File: src/rtl/rv32i_types.sv
// Shared RV32I datapath types: memory-arbiter states, grant sources and line geometry.
package rv32i_types;

    localparam int ARB_LINE_W   = 256;
    localparam int ARB_OFFSET_W = 5;

    typedef enum logic [1:0] {
        IDLE,
        SERVE_I,
        SERVE_D,
        RESP
    } arb_state_t;

    typedef enum logic {
        ARB_I,
        ARB_D
    } arb_src_t;

endpackage

File: src/rtl/mem_arbiter.sv
// Shares one line-wide memory port between the I-cache and D-cache miss ports.
// Optional ARB_RR_EN: round-robin between the caches instead of fixed D-over-I priority.
module mem_arbiter
    import rv32i_types::*;
#(
    parameter int LINE_W   = ARB_LINE_W,
    parameter int OFFSET_W = ARB_OFFSET_W
) (
    input  logic              clk,
    input  logic              rst,
    input  logic              i_read,
    input  logic [31:0]       i_addr,
    output logic [LINE_W-1:0] i_rdata,
    output logic              i_resp,
    input  logic              d_read,
    input  logic              d_write,
    input  logic [31:0]       d_addr,
    input  logic [LINE_W-1:0] d_wdata,
    output logic [LINE_W-1:0] d_rdata,
    output logic              d_resp,
    output logic              pmem_read,
    output logic              pmem_write,
    output logic [31:0]       pmem_addr,
    output logic [LINE_W-1:0] pmem_wdata,
    input  logic [LINE_W-1:0] pmem_rdata,
    input  logic              pmem_resp
);

    localparam logic [31:0] LINE_MASK = ~((32'd1 << OFFSET_W) - 32'd1);

    arb_state_t        state_q, state_d;
    arb_src_t          grant;
    logic              rd_d, wr_d, i_resp_d, d_resp_d;
    logic [31:0]       addr_d;
    logic [LINE_W-1:0] wdata_d, i_rdata_d, d_rdata_d;

    function automatic logic [31:0] line_align(input logic [31:0] a);
        return a & LINE_MASK;
    endfunction

`ifdef ARB_RR_EN
    arb_src_t last_grant_q, last_grant_d;

    // With both sides pending, the side not granted last wins.
    function automatic arb_src_t pick_src(input logic i_req, input logic d_req,
                                          input arb_src_t last);
        if (i_req && d_req)
            return (last == ARB_I) ? ARB_D : ARB_I;
        return d_req ? ARB_D : ARB_I;
    endfunction
`else
    function automatic arb_src_t pick_src(input logic d_req);
        return d_req ? ARB_D : ARB_I;
    endfunction
`endif

    always_comb begin
        state_d   = state_q;
        grant     = ARB_I;
        rd_d      = pmem_read;
        wr_d      = pmem_write;
        addr_d    = pmem_addr;
        wdata_d   = pmem_wdata;
        i_resp_d  = 1'b0;
        d_resp_d  = 1'b0;
        i_rdata_d = i_rdata;
        d_rdata_d = d_rdata;
`ifdef ARB_RR_EN
        last_grant_d = last_grant_q;
`endif
        case (state_q)
            IDLE: begin
                if (i_read || d_read || d_write) begin
`ifdef ARB_RR_EN
                    grant        = pick_src(i_read, d_read || d_write, last_grant_q);
                    last_grant_d = grant;
`else
                    grant = pick_src(d_read || d_write);
`endif
                    if (grant == ARB_D) begin
                        state_d = SERVE_D;
                        addr_d  = line_align(d_addr);
                        // A simultaneous read and write-back is treated as the write-back.
                        if (d_write) begin
                            wr_d    = 1'b1;
                            wdata_d = d_wdata;
                        end else begin
                            rd_d = 1'b1;
                        end
                    end else begin
                        state_d = SERVE_I;
                        addr_d  = line_align(i_addr);
                        rd_d    = 1'b1;
                    end
                end
            end
            SERVE_I: begin
                if (pmem_resp) begin
                    state_d   = RESP;
                    rd_d      = 1'b0;
                    i_rdata_d = pmem_rdata;
                    i_resp_d  = 1'b1;
                end
            end
            SERVE_D: begin
                if (pmem_resp) begin
                    state_d = RESP;
                    if (pmem_read)
                        d_rdata_d = pmem_rdata;
                    rd_d     = 1'b0;
                    wr_d     = 1'b0;
                    d_resp_d = 1'b1;
                end
            end
            RESP:    state_d = IDLE;
            default: state_d = IDLE;
        endcase
    end

    always_ff @(posedge clk or negedge rst) begin
        if (!rst) begin
            state_q    <= IDLE;
            pmem_read  <= 1'b0;
            pmem_write <= 1'b0;
            pmem_addr  <= '0;
            pmem_wdata <= '0;
            i_resp     <= 1'b0;
            d_resp     <= 1'b0;
            i_rdata    <= '0;
            d_rdata    <= '0;
        end else begin
            state_q    <= state_d;
            pmem_read  <= rd_d;
            pmem_write <= wr_d;
            pmem_addr  <= addr_d;
            pmem_wdata <= wdata_d;
            i_resp     <= i_resp_d;
            d_resp     <= d_resp_d;
            i_rdata    <= i_rdata_d;
            d_rdata    <= d_rdata_d;
        end
    end

`ifdef ARB_RR_EN
    always_ff @(posedge clk or negedge rst) begin
        if (!rst)
            last_grant_q <= ARB_I;
        else
            last_grant_q <= last_grant_d;
    end
`endif

endmodule

File: config.mk
export PLATFORM = sky130hd
export DESIGN_NAME = mem_arbiter
export DESIGN_NICKNAME = d
export VERILOG_FILES = /design/src/rtl/rv32i_types.sv /design/src/rtl/mem_arbiter.sv
export SDC_FILE = /design/constraint.sdc
export NUM_CORES = 1
export LEC_CHECK = 0
export CAP_MARGIN = 20
export CORE_AREA = 2 2 546 548
export DETAILED_ROUTE_END_ITERATION = 10
export DIE_AREA = 0 0 548 550
export PLACE_DENSITY = 0.34
export SYNTH_ARGS = -nofsm -noshare
export SYNTH_HDL_FRONTEND = slang
export SYNTH_SLANG_ARGS = --single-unit
File: constraint.sdc
create_clock -name clk -period 2.05 [get_ports clk]
set_input_delay 0.615 -clock clk [delete_from_list [all_inputs] [get_ports clk]]
set_output_delay 0.615 -clock clk [all_outputs]
set_load 0.005 [all_outputs]
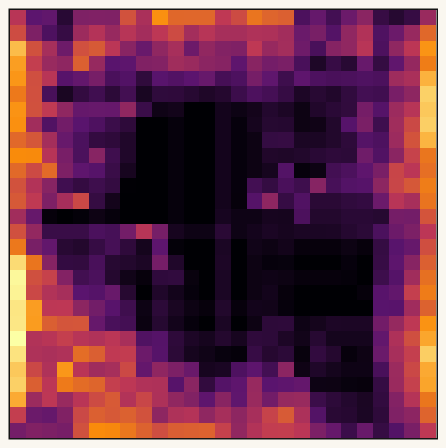
(run_1/metal_density.png)
The die is cut into 27 by 28 equal tiles; black is low, pale yellow is high, scaled to the fullest tile. Values are wire area over tile area, all layers added.
13% of the tiles are nearly empty. The densest ninth of the die: bottom left. The emptiest ninth of the die: middle.
wirelength, routed: 181000 µm
vias: 22600
GRT Util Overall: 0.116
drt wl/cell: 24.0 µm

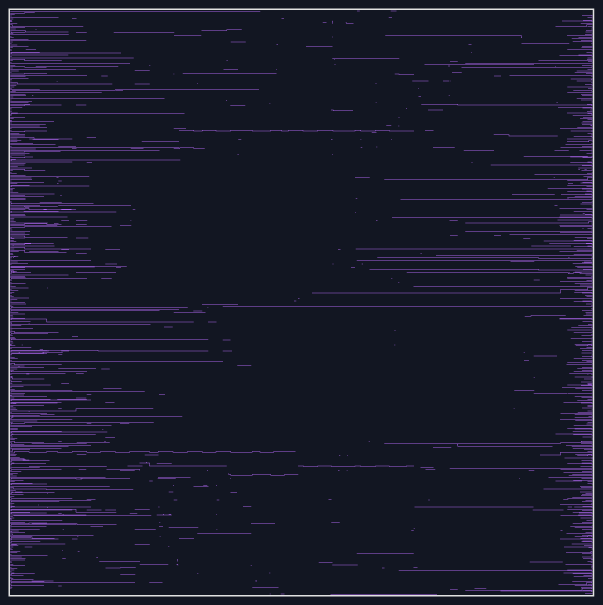
(run_1/layer_met3.png)
The layer holds 14% of the routed length. The layer carries 24.6 mm of wire. The longest straight run is 348 µm.
met3 Usage GRT: 0.0756

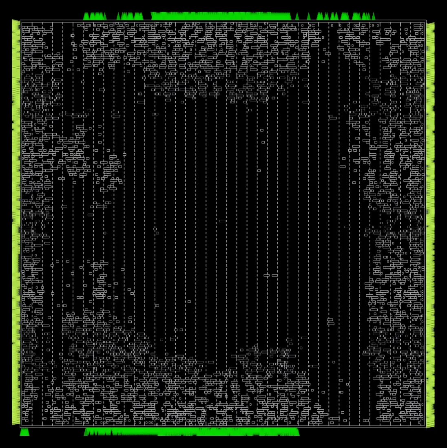
(run_1/placement.png)
row count: 200
final core area utilization: 0.178
Layout Cells excl Fill: 7529
FILL cells: 32500
sequential share of cell area: 0.382

==> out/metrics.cfg, run 1 <==
[status]
status=finished, violations left
violations=negative setup slack

[clock_tree]
clock_sinks=801
holdBufCountCts=1
cts_buffer_depth=4

[synth]
yosysTopAreaCell=dfrtp_1
common_cells=801 x dfrtp_1, 768 x mux2_2, 78 x buf_2
ys_area_um2=29900
topCombFamilyByArea=multiplexers
syn_inst=1780
top_cell=dfrtp_1
ys_ff=801
yosysWarningCount=0

[sta]
whs_ns=0.399
fmax_mhz=482
tns_ns=-0.0246
period_needed_ns=2.07
setup_viol=1
hold_violations=0
timing.final.ws_setup_ns=-0.0246

[critical_path]
r2r_slack_ns=0.12
cp_max_fo=2

[place]
io_buffers=1370
dp.cells=7143

[floorplanning]
die_area_um2=301000
fp_util=0.101
die_width_um=548
io_pins=1386

[detailed_routing]
drc=0
drt_iter0_markers=686
drt-met1-wl_um=62000
dr_wl_met2_um=89400

[pwr]
pg_seq_mw=28.8
p_leak_nw=22.8
clk-power_mw=18.8
power-top-group=combinational cells
power.internal_mw=54.1

[global_routing]
grt_max_degree=72
grt_pass1_vias=24200
grt_pass1_wl_um=236000

[final_layout]
sh_comb_area=0.180
final_area_um2=52500

[min_path]
whs_path_depth=2

[flow_run]
max-cap-violations=0

==> run 2, diff against run 1 <==
Settings changed: TNS_END_PERCENT from default to 5.
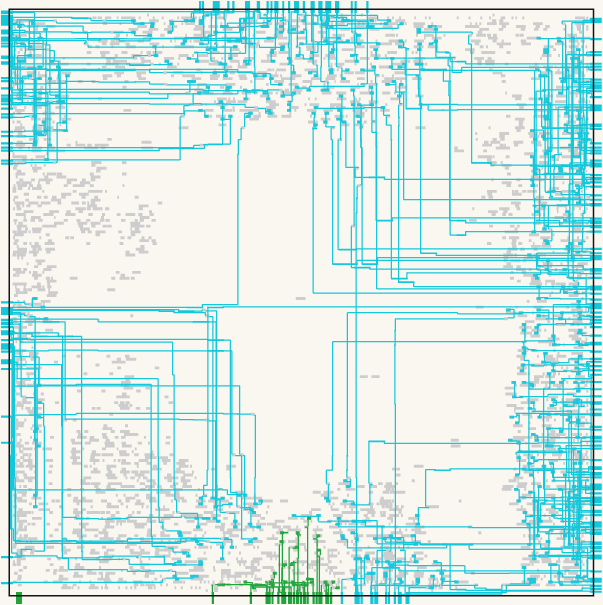
(run_2/io_fan.png)
Cyan stands for pmem_rdata, direction input, edge 134 right, 66 left, 38 top, 18 bottom, end cells 512, buffers 256, wire 38.2 mm. Green stands for i_addr, direction input, edge bottom, end cells 27, buffers 27, wire 907 µm.

==> out/metrics.cfg, run 2 <==
[synth]
yosysWarningCount=0  ; unchanged
ys_ff=801  ; unchanged
syn_inst=1780  ; unchanged
ys_area_um2=29900  ; unchanged

[final_layout]
final_area_um2=50500  ; -3.9%
sh_seq_area=0.398  ; +0.0156
post-route-util=0.171  ; -0.00699
sh_comb_area=0.187  ; +0.00735
filler_cell_count=32600  ; +0.43%
final_cells=7410  ; -1.6%

[floorplanning]
fp_util=0.101  ; unchanged
die_area_um2=301000  ; unchanged
io_pins=1386  ; unchanged
row_count=200  ; unchanged
die_width_um=548  ; unchanged

[status]
violations=negative setup slack
status=finished, violations left

[detailed_routing]
drt_iter0_markers=641  ; -6.6%
drt-met1-wl_um=62500  ; +0.83%
drc=0  ; unchanged
wl_per_cell_um=24.3  ; +1.3%

[sta]
hold_violations=0  ; unchanged
whs_ns=0.402  ; +0.00319 ns
timing.final.ws_setup_ns=-0.00781  ; +0.0168 ns
fmax_mhz=486  ; +0.82%
tns_ns=-0.00891  ; +0.0157 ns
setup_viol=2  ; +1

[critical_path]
r2r_slack_ns=0.13  ; about the same
cp_max_fo=2  ; unchanged

[pwr]
pg_seq_mw=28.6  ; about the same
power.internal_mw=50.5  ; -6.6%
p_leak_nw=21.9  ; -4.2%
power-top-group=combinational cells

[min_path]
whs_path_depth=2  ; unchanged

[global_routing]
grt_max_degree=72  ; unchanged
track_usage=0.116  ; -0.000205
grt_pass1_vias=23900  ; -1.1%
grt_pass1_wl_um=235000  ; -0.30%
grt_util_met3=0.0748  ; -0.000785

[place]
io_buffers=1370  ; unchanged
dp.cells=7143  ; unchanged

[clock_tree]
holdBufCountCts=1  ; unchanged

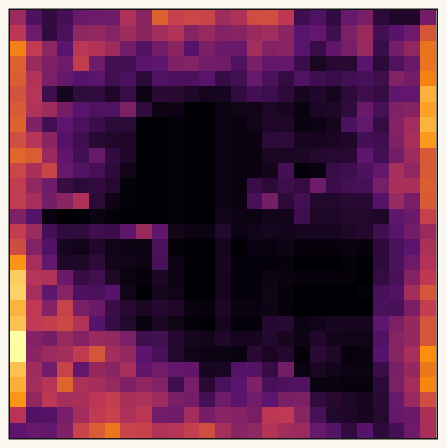
(run_2/metal_density.png)
The die is cut into 27 by 28 equal tiles; black is low, pale yellow is high, scaled to the fullest tile. Values are wire area over tile area, all layers added.
13% of the tiles are nearly empty. The emptiest ninth of the die: middle. The mean over all tiles is 0.11. The densest ninth of the die: bottom left. 10% of the tiles are over half the peak. The fullest tile reaches 0.47.
wirelength, routed: 180000 µm
vias: 22300

No activity file was given, so power comes from the tool's default toggle rates.
